run_1/ff_map.png
Scale bar: 20 um.
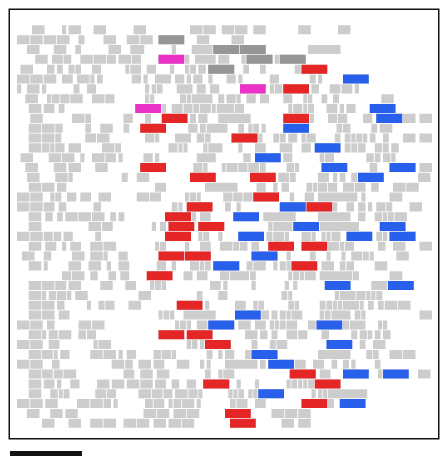
run_1/congestion_map.png
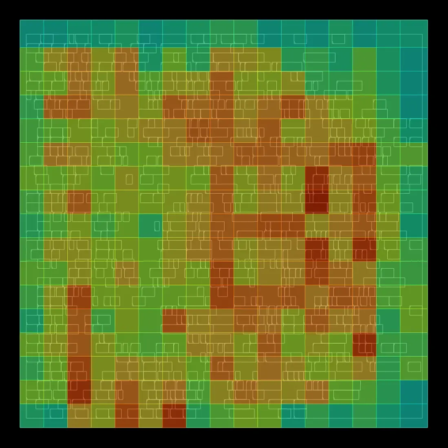
run_1/route_heat.png
Scale bar: 20 um. 24 x 24 tiles, from dark blue (low) to red (high), scaled to the fullest tile. Values are wire area over tile area, all layers added.
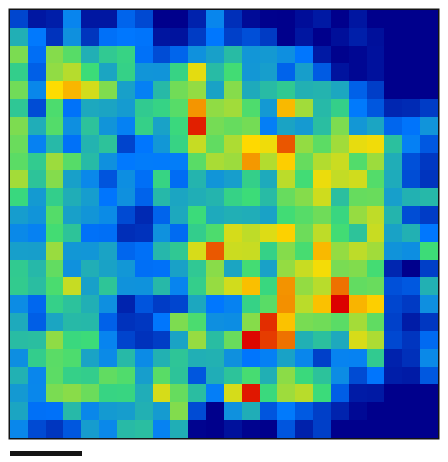
--- src/rtl/pc_redirect_unit.sv ---
// IF-stage program counter with fixed-priority redirects and a
// stall-time pending slot so redirects seen while frozen are not lost.
module pc_redirect_unit #(
  parameter int WIDTH      = 32,
  parameter int NSRC       = 4,
  parameter int RESET_PC   = 0,
  parameter int ALIGN_BITS = 2,
  parameter int SELW       = $clog2(NSRC+1)
) (
  input  logic                  clk,
  input  logic                  reset,
  input  logic                  enable,
  input  logic                  flush_pending,
  input  logic [NSRC-1:0]       src_valid,
  input  logic [NSRC*WIDTH-1:0] src_pc,
  output logic [WIDTH-1:0]      pc_out,
  output logic [SELW-1:0]       pc_sel,
  output logic                  redirect_taken,
  output logic                  pending_valid,
  output logic                  misalign_err
);

  localparam logic [SELW-1:0]  SEQ  = SELW'(NSRC);
  localparam logic [WIDTH-1:0] STEP = WIDTH'(1) << ALIGN_BITS;
  localparam logic [WIDTH-1:0] LOWM = STEP - WIDTH'(1);

  logic [WIDTH-1:0] pc_q, pc_d;
  logic [SELW-1:0]  sel_q, sel_d;
  logic             rt_q, rt_d;
  logic             me_q, me_d;
  logic             pv_q, pv_d;
  logic [SELW-1:0]  pidx_q, pidx_d;
  logic [WIDTH-1:0] ptgt_q, ptgt_d;

  logic             live_vld;
  logic [SELW-1:0]  live_idx;
  logic [WIDTH-1:0] live_tgt;
  logic             use_pend;
  logic             live_wins;
  logic [WIDTH-1:0] tgt;

  // Scan downward so the lowest valid index is the last to assign.
  always_comb begin
    live_vld = 1'b0;
    live_idx = SEQ;
    live_tgt = '0;
    for (int i = NSRC - 1; i >= 0; i--) begin
      if (src_valid[i]) begin
        live_vld = 1'b1;
        live_idx = SELW'(i);
        live_tgt = src_pc[i*WIDTH +: WIDTH];
      end
    end
  end

  assign use_pend  = pv_q && !flush_pending;
  assign live_wins = live_vld && (!use_pend || live_idx <= pidx_q);

  always_comb begin
    pc_d   = pc_q;
    sel_d  = sel_q;
    rt_d   = 1'b0;
    me_d   = 1'b0;
    pv_d   = pv_q;
    pidx_d = pidx_q;
    ptgt_d = ptgt_q;
    tgt    = '0;
    if (enable) begin
      pv_d   = 1'b0;
      pidx_d = SEQ;
      ptgt_d = '0;
      if (live_wins) begin
        tgt   = live_tgt;
        sel_d = live_idx;
        rt_d  = 1'b1;
      end else if (use_pend) begin
        tgt   = ptgt_q;
        sel_d = pidx_q;
        rt_d  = 1'b1;
      end
      if (rt_d) begin
        pc_d = tgt & ~LOWM;
        me_d = |(tgt & LOWM);
      end else begin
        pc_d  = pc_q + STEP;
        sel_d = SEQ;
      end
    end else if (flush_pending) begin
      pv_d   = 1'b0;
      pidx_d = SEQ;
      ptgt_d = '0;
    end else if (live_vld && (!pv_q || live_idx <= pidx_q)) begin
      pv_d   = 1'b1;
      pidx_d = live_idx;
      ptgt_d = live_tgt;
    end
  end

  always_ff @(posedge clk) begin
    if (reset) begin
      pc_q   <= WIDTH'(RESET_PC);
      sel_q  <= SEQ;
      rt_q   <= 1'b0;
      me_q   <= 1'b0;
      pv_q   <= 1'b0;
      pidx_q <= SEQ;
      ptgt_q <= '0;
    end else begin
      pc_q   <= pc_d;
      sel_q  <= sel_d;
      rt_q   <= rt_d;
      me_q   <= me_d;
      pv_q   <= pv_d;
      pidx_q <= pidx_d;
      ptgt_q <= ptgt_d;
    end
  end

  assign pc_out         = pc_q;
  assign pc_sel         = sel_q;
  assign redirect_taken = rt_q;
  assign pending_valid  = pv_q;
  assign misalign_err   = me_q;

endmodule

--- config.mk ---
export PLATFORM = sky130hd
export DESIGN_NAME = pc_redirect_unit
export DESIGN_NICKNAME = d
export VERILOG_FILES = /design/src/rtl/pc_redirect_unit.sv
export SDC_FILE = /design/constraint.sdc
export NUM_CORES = 1
export LEC_CHECK = 0
export CAP_MARGIN = 25
export CORE_MARGIN = 1.5
export CORE_UTILIZATION = 34
export DETAILED_ROUTE_END_ITERATION = 16
export SLEW_MARGIN = 0
export SYNTH_ARGS = -nofsm -noshare
export SYNTH_HDL_FRONTEND = slang
export SYNTH_SLANG_ARGS = --single-unit
--- constraint.sdc ---
create_clock -name clk -period 3.9 [get_ports clk]
set_input_delay 0.39 -clock clk [delete_from_list [all_inputs] [get_ports clk]]
set_output_delay 0.39 -clock clk [all_outputs]
set_load 0.01 [all_outputs]
==> impl_metrics.ini, run 1 <==
; yosys + openroad results
[placed_design]
globalplace.congestion = 0.918
place_inst = 905
placement.setup.worst_slack_ns = 0.328

[critical_path]
worst-endpoint-arrival_ns = 3.50
crit_path_start_kind = primary input
critPathBufInv = 3
crit_path_max_fanout = 19
category_of_cells_accounting_for_the_largest_share_of_critical_path_delay = simple AND/OR/NAND/NOR gates

[drt]
met1_length_mm = 8.11
maxUsedRoutingLayer = met4
routed_wirelength_mm = 17.4
wl_met2_mm = 7.61
drt_drc_violations_left = 0
routed_via_density = 5.68

[power_and_ir_drop]
combinationalPowerShare_pct = 22.0
pwr-share-seq_pct = 35.7
design_power_total_mw = 2.27

[synthesis]
post-synth-top-area-cell = dfxtp_1
avgSynthCellArea_um2 = 7.57
ys_warn_count = 0
post_synth_inst_count = 598
ys.flop_type = dfxtp_1
synth.cells.most_frequent = 84 x nor2_1, 71 x dfxtp_1, 53 x nand2_1, 46 x a221oi_1, 41 x a21oi_1
synthDistinctLibCells = 58
yosys.cell_count.top_type = nor2_1
numSynthFlops = 71
ys_seq_share_pct = 31.4
ys_area_um2 = 4530

[sta]
finalSetupViolations = 0
grt_setup_unrepaired = no
final-hold-violation-count = 0
tightest_slew_ns = 0.924
final_critical_path_setup_slack_ns = 0.642

[final_layout]
final-instance-count-excl-fill = 921

[floorplan]
std_cell_rows = 41
floorplan.core_area_um2 = 12800
io-pin-count = 174

[outcome]
result_of_the_run = complete, no violations

[cts]
ctsHoldBuffers = 0
cts-buffers-inserted = 9
cts.sink_count = 71
cts.path.max_buffers = 2
cts_max_level = 3
post-cts-setup-buffer-count = 0
clock-root-buffer = clkbuf_16

[grt]
antenna_found_initial = 0
grt_pass1_vias = 5048
Notes on ff_map.png above:
Key: magenta = pidx_q [sequential cells 3]; blue = pc_out [sequential cells 30]; red = ptgt_q [sequential cells 32]
Another 6 sequential cells are not coloured.
sequential-cell power consumption: 0.809 mW
area taken by flip-flops and latches: 1420 um2
utilization of the core after routing: 51.9%

Notes on congestion_map.png above:
GRT busiest layer: met2
met2 Use GR: 38.5%
WL per Instance: 18.9 um

Notes on route_heat.png above:
The fullest tile reaches 0.55. The emptiest ninth of the die: top right. 8.0% of the tiles are nearly empty. The mean over all tiles is 0.20. 28% of the tiles are over half the peak.
GRT Total Usage: 25.1%
via count: 5230

run 1: flip-flops by register name, summed over array words and instances (netlist names):
signal          cells
pending_valid       1
pc_out             30
redirect_taken      1
pc_sel              3
misalign_err        1
pidx_q              3
ptgt_q             32
run 1: worst paths after layout:
kind / startpoint / to / slack [ns] / cells past startpoint
worst min-delay path: ptgt_q[9] / pc_out[9] / 0.46 / 2
worst min register to register: ptgt_q[9] / pc_out[9] / 0.46 / 2
worst max register to register: pidx_q[2] / pc_out[5] / 1.40 / 8
worst max-delay path: src_valid[2] / pc_out[5] / 0.64 / 10
run 1: final cells by class:
class | instances | area (um2) | area share, %
multi-input cells | 458 | 2780 | 41.8
repair buffers | 186 | 1810 | 27.2
flip-flops and latches | 71 | 1420 | 21.3
clock buffers | 10 | 239 | 3.59
well taps | 172 | 215 | 3.23
clock inverters | 6 | 108 | 1.62
inverters | 18 | 80.1 | 1.20
run 1: logic make-up after synthesis:
family,after synthesis,synth area share (%)
other,1,0.0829
buffers and inverters,70,7.33
flip-flops,71,31.4
adder cells (fa/ha/maj),4,1.11
multiplexers,1,0.221
AND-OR/OR-AND,215,35.4
AND/OR/NAND/NOR,236,24.4
run 1: metal layers:
metal | vias to the layer above | GRT usage (%)
li1 | 2525 | -
met1 | 2448 | 35.7
met2 | 241 | 38.5
met3 | 16 | 5.21
met4 | 0 | 6.33
met5 | - | 0
run 1: power by group through the flow:
stage | clock [mW] | sequential [mW] | combinational (mW)
finish | 0.960 | 0.809 | 0.498
global route | 1.01 | 0.815 | 0.545
CTS | 0.972 | 0.808 | 0.498
detailed placement | 0 | 0.823 | 0.496
global placement | 0 | 0.822 | 0.490
floorplan | 0 | 0.825 | 0.223
run_1/class_map.png
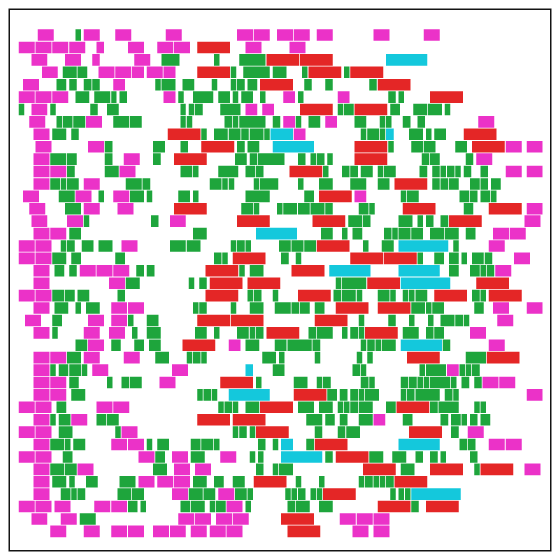

==> run 2, diff against run 1 <==
--- a/config.mk
+++ b/config.mk
@@ -9,6 +9,7 @@
 export CORE_MARGIN = 1.5
 export CORE_UTILIZATION = 34
 export DETAILED_ROUTE_END_ITERATION = 16
+export PLACE_DENSITY = 0.67
 export SLEW_MARGIN = 0
 export SYNTH_ARGS = -nofsm -noshare
 export SYNTH_HDL_FRONTEND = slang
==> constraint.sdc (replaced) <==
create_clock -name clk -period 2.8 [get_ports clk]
set_input_delay 0.28 -clock clk [delete_from_list [all_inputs] [get_ports clk]]
set_output_delay 0.28 -clock clk [all_outputs]
set_load 0.01 [all_outputs]
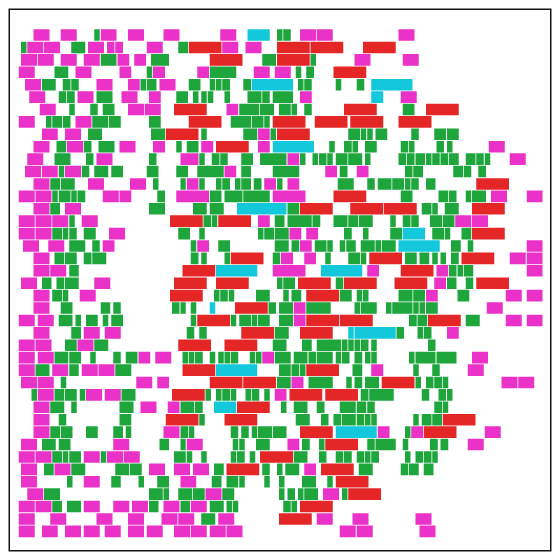
run_2/class_map.png
Key: red = registers [cells 71, share of their area 21%]; cyan = clock drivers and dummy loads [cells 16, share of their area 4.6%]; magenta = remaining buffers and delay cells [cells 222, share of their area 32%]; green = remaining logic cells [cells 476, share of their area 43%]
utilization of the core after routing: 54.2%
floorplan row count: 41
core area: 12800 um2
fraction of standard cell area that is sequential: 20.4%

==> run 2 against run 1 <==
  * Clock skew shrank 0.0016 ns
  * Core utilization up 2.3 points
  * Cell area rose by 4.5%
  * Sequential share of layout area decreased by 0.91 points
  * Clock power is 24% higher
  * Register-to-register slack got worse by 0.85 ns
  * Total power increased by 35%
==> impl_metrics.ini, run 2 <==
; yosys + openroad results
[critical_path]
rr_startpoint = pc_out[15]
crit_path_max_fanout = 4
worst_r2r_path_depth = 6

[drt]
routed_via_density = 5.58
met1_length_mm = 7.82

[cts]
clock-root-buffer = clkbuf_16
cts.sink_count = 71
cts-buffers-inserted = 9
cts_max_level = 3
cts.path.max_buffers = 2

[grt]
grt_use_met1_pct = 33.1
antenna_found_initial = 0
grt_busiest_layer = met2
grt_pass1_vias = 5044

[synthesis]
post_synth_inst_count = 598
ys_seq_share_pct = 31.4
avgSynthCellArea_um2 = 7.57

[sta]
tightest_slew_ns = 0.587
finalSetupViolations = 0

[outcome]
result_of_the_run = complete, no violations

[placed_design]
place_inst = 940

[power_and_ir_drop]
pwr-share-seq_pct = 36.9

[final_layout]
final-instance-count-excl-fill = 957
-- run 2: what timing repair did --
action,in CTS,in global routing
cloned,0,1
gates resized,1,12
endpoints found under the setup margin,3,46
pin swaps,0,2
-- run 2: cells by family after synthesis --
kind of cell / Yosys count / synth area share (%)
flops: 71 / 31.4
other cells: 1 / 0.0829
compound gates: 215 / 35.4
simple gates: 236 / 24.4
fa+ha+maj: 4 / 1.11
buf+inv: 70 / 7.33
mux: 1 / 0.221
-- run 2: worst max-delay path by stage --
stage,cells after the start,endpoint,from
after detailed placement,10,pc_out[5],src_valid[2]
after CTS,16,pc_out[29],src_valid[2]
after global placement,10,pc_out[6],src_valid[2]
after global routing,12,pc_out[23],src_valid[2]
final,13,pc_out[29],src_valid[3]
after floorplan,11,pc_out[29],src_valid[2]
-- run 2: power by group through the flow --
stage | Clock, mW | Sequential (mW) | Combinational (mW)
floorplan | 0 | 1.15 | 0.312
finish | 1.19 | 1.13 | 0.737
detailed placement | 0 | 1.15 | 0.723
CTS | 1.20 | 1.13 | 0.727
global placement | 0 | 1.15 | 0.715
global route | 1.24 | 1.14 | 0.794
-- run 2: worst max-delay path, stage by stage --
cell and delay, ns:
clkdlybuf4s50_1 0.42, or4_4 0.57, clkinv_8 0.06, ha_1 0.24, nand3_1 0.14, buf_4 0.12
o21a_2 0.17, a21oi_4 0.08, buf_4 0.14, buf_4 0.14, nand2_1 0.06, o211ai_1 0.09
a2111oi_0 0.43
-- run 2: cell type report --
class | instances | area [um2]
inverters | 18 | 80.1
repair buffers | 222 | 2130
flip-flops and latches | 71 | 1420
multi-input cells | 458 | 2800
clock inverters | 2 | 37.5
well taps | 172 | 215
clock buffers | 14 | 274
fillers | 1244 | 5870
==> run 3, diff against run 2 <==
--- a/config.mk
+++ b/config.mk
@@ -5,7 +5,6 @@
 export SDC_FILE = /design/constraint.sdc
 export NUM_CORES = 1
 export LEC_CHECK = 0
-export CAP_MARGIN = 25
 export CORE_MARGIN = 1.5
 export CORE_UTILIZATION = 34
 export DETAILED_ROUTE_END_ITERATION = 16
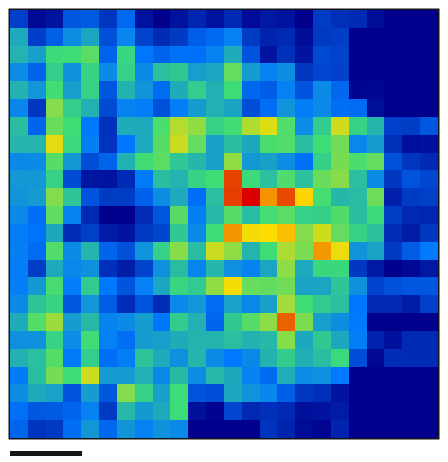
run_3/route_heat.png
Scale bar: 20 um. 24 x 24 tiles, from dark blue (low) to red (high), scaled to the fullest tile. Values are wire area over tile area, all layers added.
11% of the tiles are nearly empty. The fullest tile reaches 0.68. The mean over all tiles is 0.20.
total wire length: 17.0 mm
GRT Total Usage: 23.8%

==> run 3 against run 2 <==
  * Critical path depth is the same
  * Die area is the same
  * Clock power is essentially flat
  * Register-to-register slack is essentially flat
  * Total power is the same
==> impl_metrics.ini, run 3 <==
; yosys + openroad results
[drt]
routed_via_density = 5.58
met1_length_mm = 7.82
wl_met3_mm = 1.34

[power_and_ir_drop]
p_sw_share_pct = 26.8
pwr-share-seq_pct = 36.9

[sta]
tightest_slew_ns = 0.587
worst_hold_margin_ns = 0.307
finalSetupViolations = 0
maxSlewHeadroom_pct = 60.9

[critical_path]
critPathMostFrequentCell = buf_4
crit_path_max_fanout = 4
critPathBufInv = 5
timing.critical_path.cells = clkdlybuf4s50_1, or4_4, clkinv_8, ha_1, nand3_1, buf_4, o21a_2, a21oi_4, buf_4, buf_4, nand2_1, o211ai_1, a2111oi_0
timing.critical_path.slowest_stage_cell = or4_4
category_of_cells_accounting_for_the_largest_share_of_critical_path_delay = buffers and inverters

[final_layout]
utilization_pct = 54.2
final-instance-count-excl-fill = 957

[synthesis]
ys.flop_type = dfxtp_1
avgSynthCellArea_um2 = 7.57
post_synth_inst_count = 598
enable_flop_cells = 0
numSynthFlops = 71
ys_seq_share_pct = 31.4

[outcome]
result_of_the_run = complete, no violations

[cts]
clock_latency_ns = 0.34
tritoncts_clock_tree = yes
cts.path.max_buffers = 2
cts-buffers-inserted = 9
cts.sink_count = 71
clock-root-buffer = clkbuf_16
cts_max_level = 3

[grt]
antenna_found_initial = 0
grt_pass1_vias = 5044
gr-total-overflow = 0

[floorplan]
fp.dieArea_um2 = 14000
std_cell_rows = 41
floorplan.core_area_um2 = 12800

[placed_design]
globalplace.congestion = 0.844
place_inst = 940
## run 3: cell counts after synthesis
No cell type changed its count.
## run 3: layout make-up
type	count	area (um2)
well taps	172	215
multi-input cells	458	2800
inverters	18	80.1
clock buffers	14	274
fillers	1244	5870
clock inverters	2	37.5
flip-flops and latches	71	1420
repair buffers	222	2130
## run 3: routing by layer
layer / track usage [%] / vias to the layer above
met5: 0 / -
met4: 6.55 / 0
met3: 4.54 / 21
met2: 37.5 / 252
met1: 33.1 / 2470
li1: - / 2599
## run 3: path summary, 6_finish.rpt
kind / start / end / slack, ns / depth (start not counted)
hold / removal: src_valid[0] / pidx_q[0] / 0.31 / 4
setup / recovery: src_valid[3] / pc_out[29] / 0.06 / 13
setup reg to reg: pc_out[15] / pc_out[28] / 0.55 / 6
hold reg to reg: pc_sel[0] / pc_sel[0] / 0.46 / 2
## run 3: power by group through the flow
| stage | Combinational (mW) | Clock (mW) | Sequential [mW] |
|---|---|---|---|
| final | 0.737 | 1.19 | 1.13 |
| after floorplan | 0.312 | 0 | 1.15 |
| after CTS | 0.727 | 1.20 | 1.13 |
| after detailed placement | 0.723 | 0 | 1.15 |
| after global placement | 0.715 | 0 | 1.15 |
| after global routing | 0.794 | 1.24 | 1.14 |
## run 3: kinds of logic (layout without fill, tap and decap cells)
family | Yosys count | after routing | share of synthesized area, %
compound gates | 215 | 215 | 35.4
fa+ha+maj | 4 | 4 | 1.11
buf+inv | 70 | 256 | 7.33
flops | 71 | 71 | 31.4
mux | 1 | 1 | 0.221
other cells | 1 | 2 | 0.0829
simple gates | 236 | 236 | 24.4
## run 3: repair_timing
action	CTS	global route
endpoints found under the hold margin	0	0
gates cloned	0	1
pin swaps	0	2
setup buffers	0	0
endpoints found under the setup margin	3	46
gates resized	1	12
Power figures rest on the tool's default switching activity, not on a simulated workload.
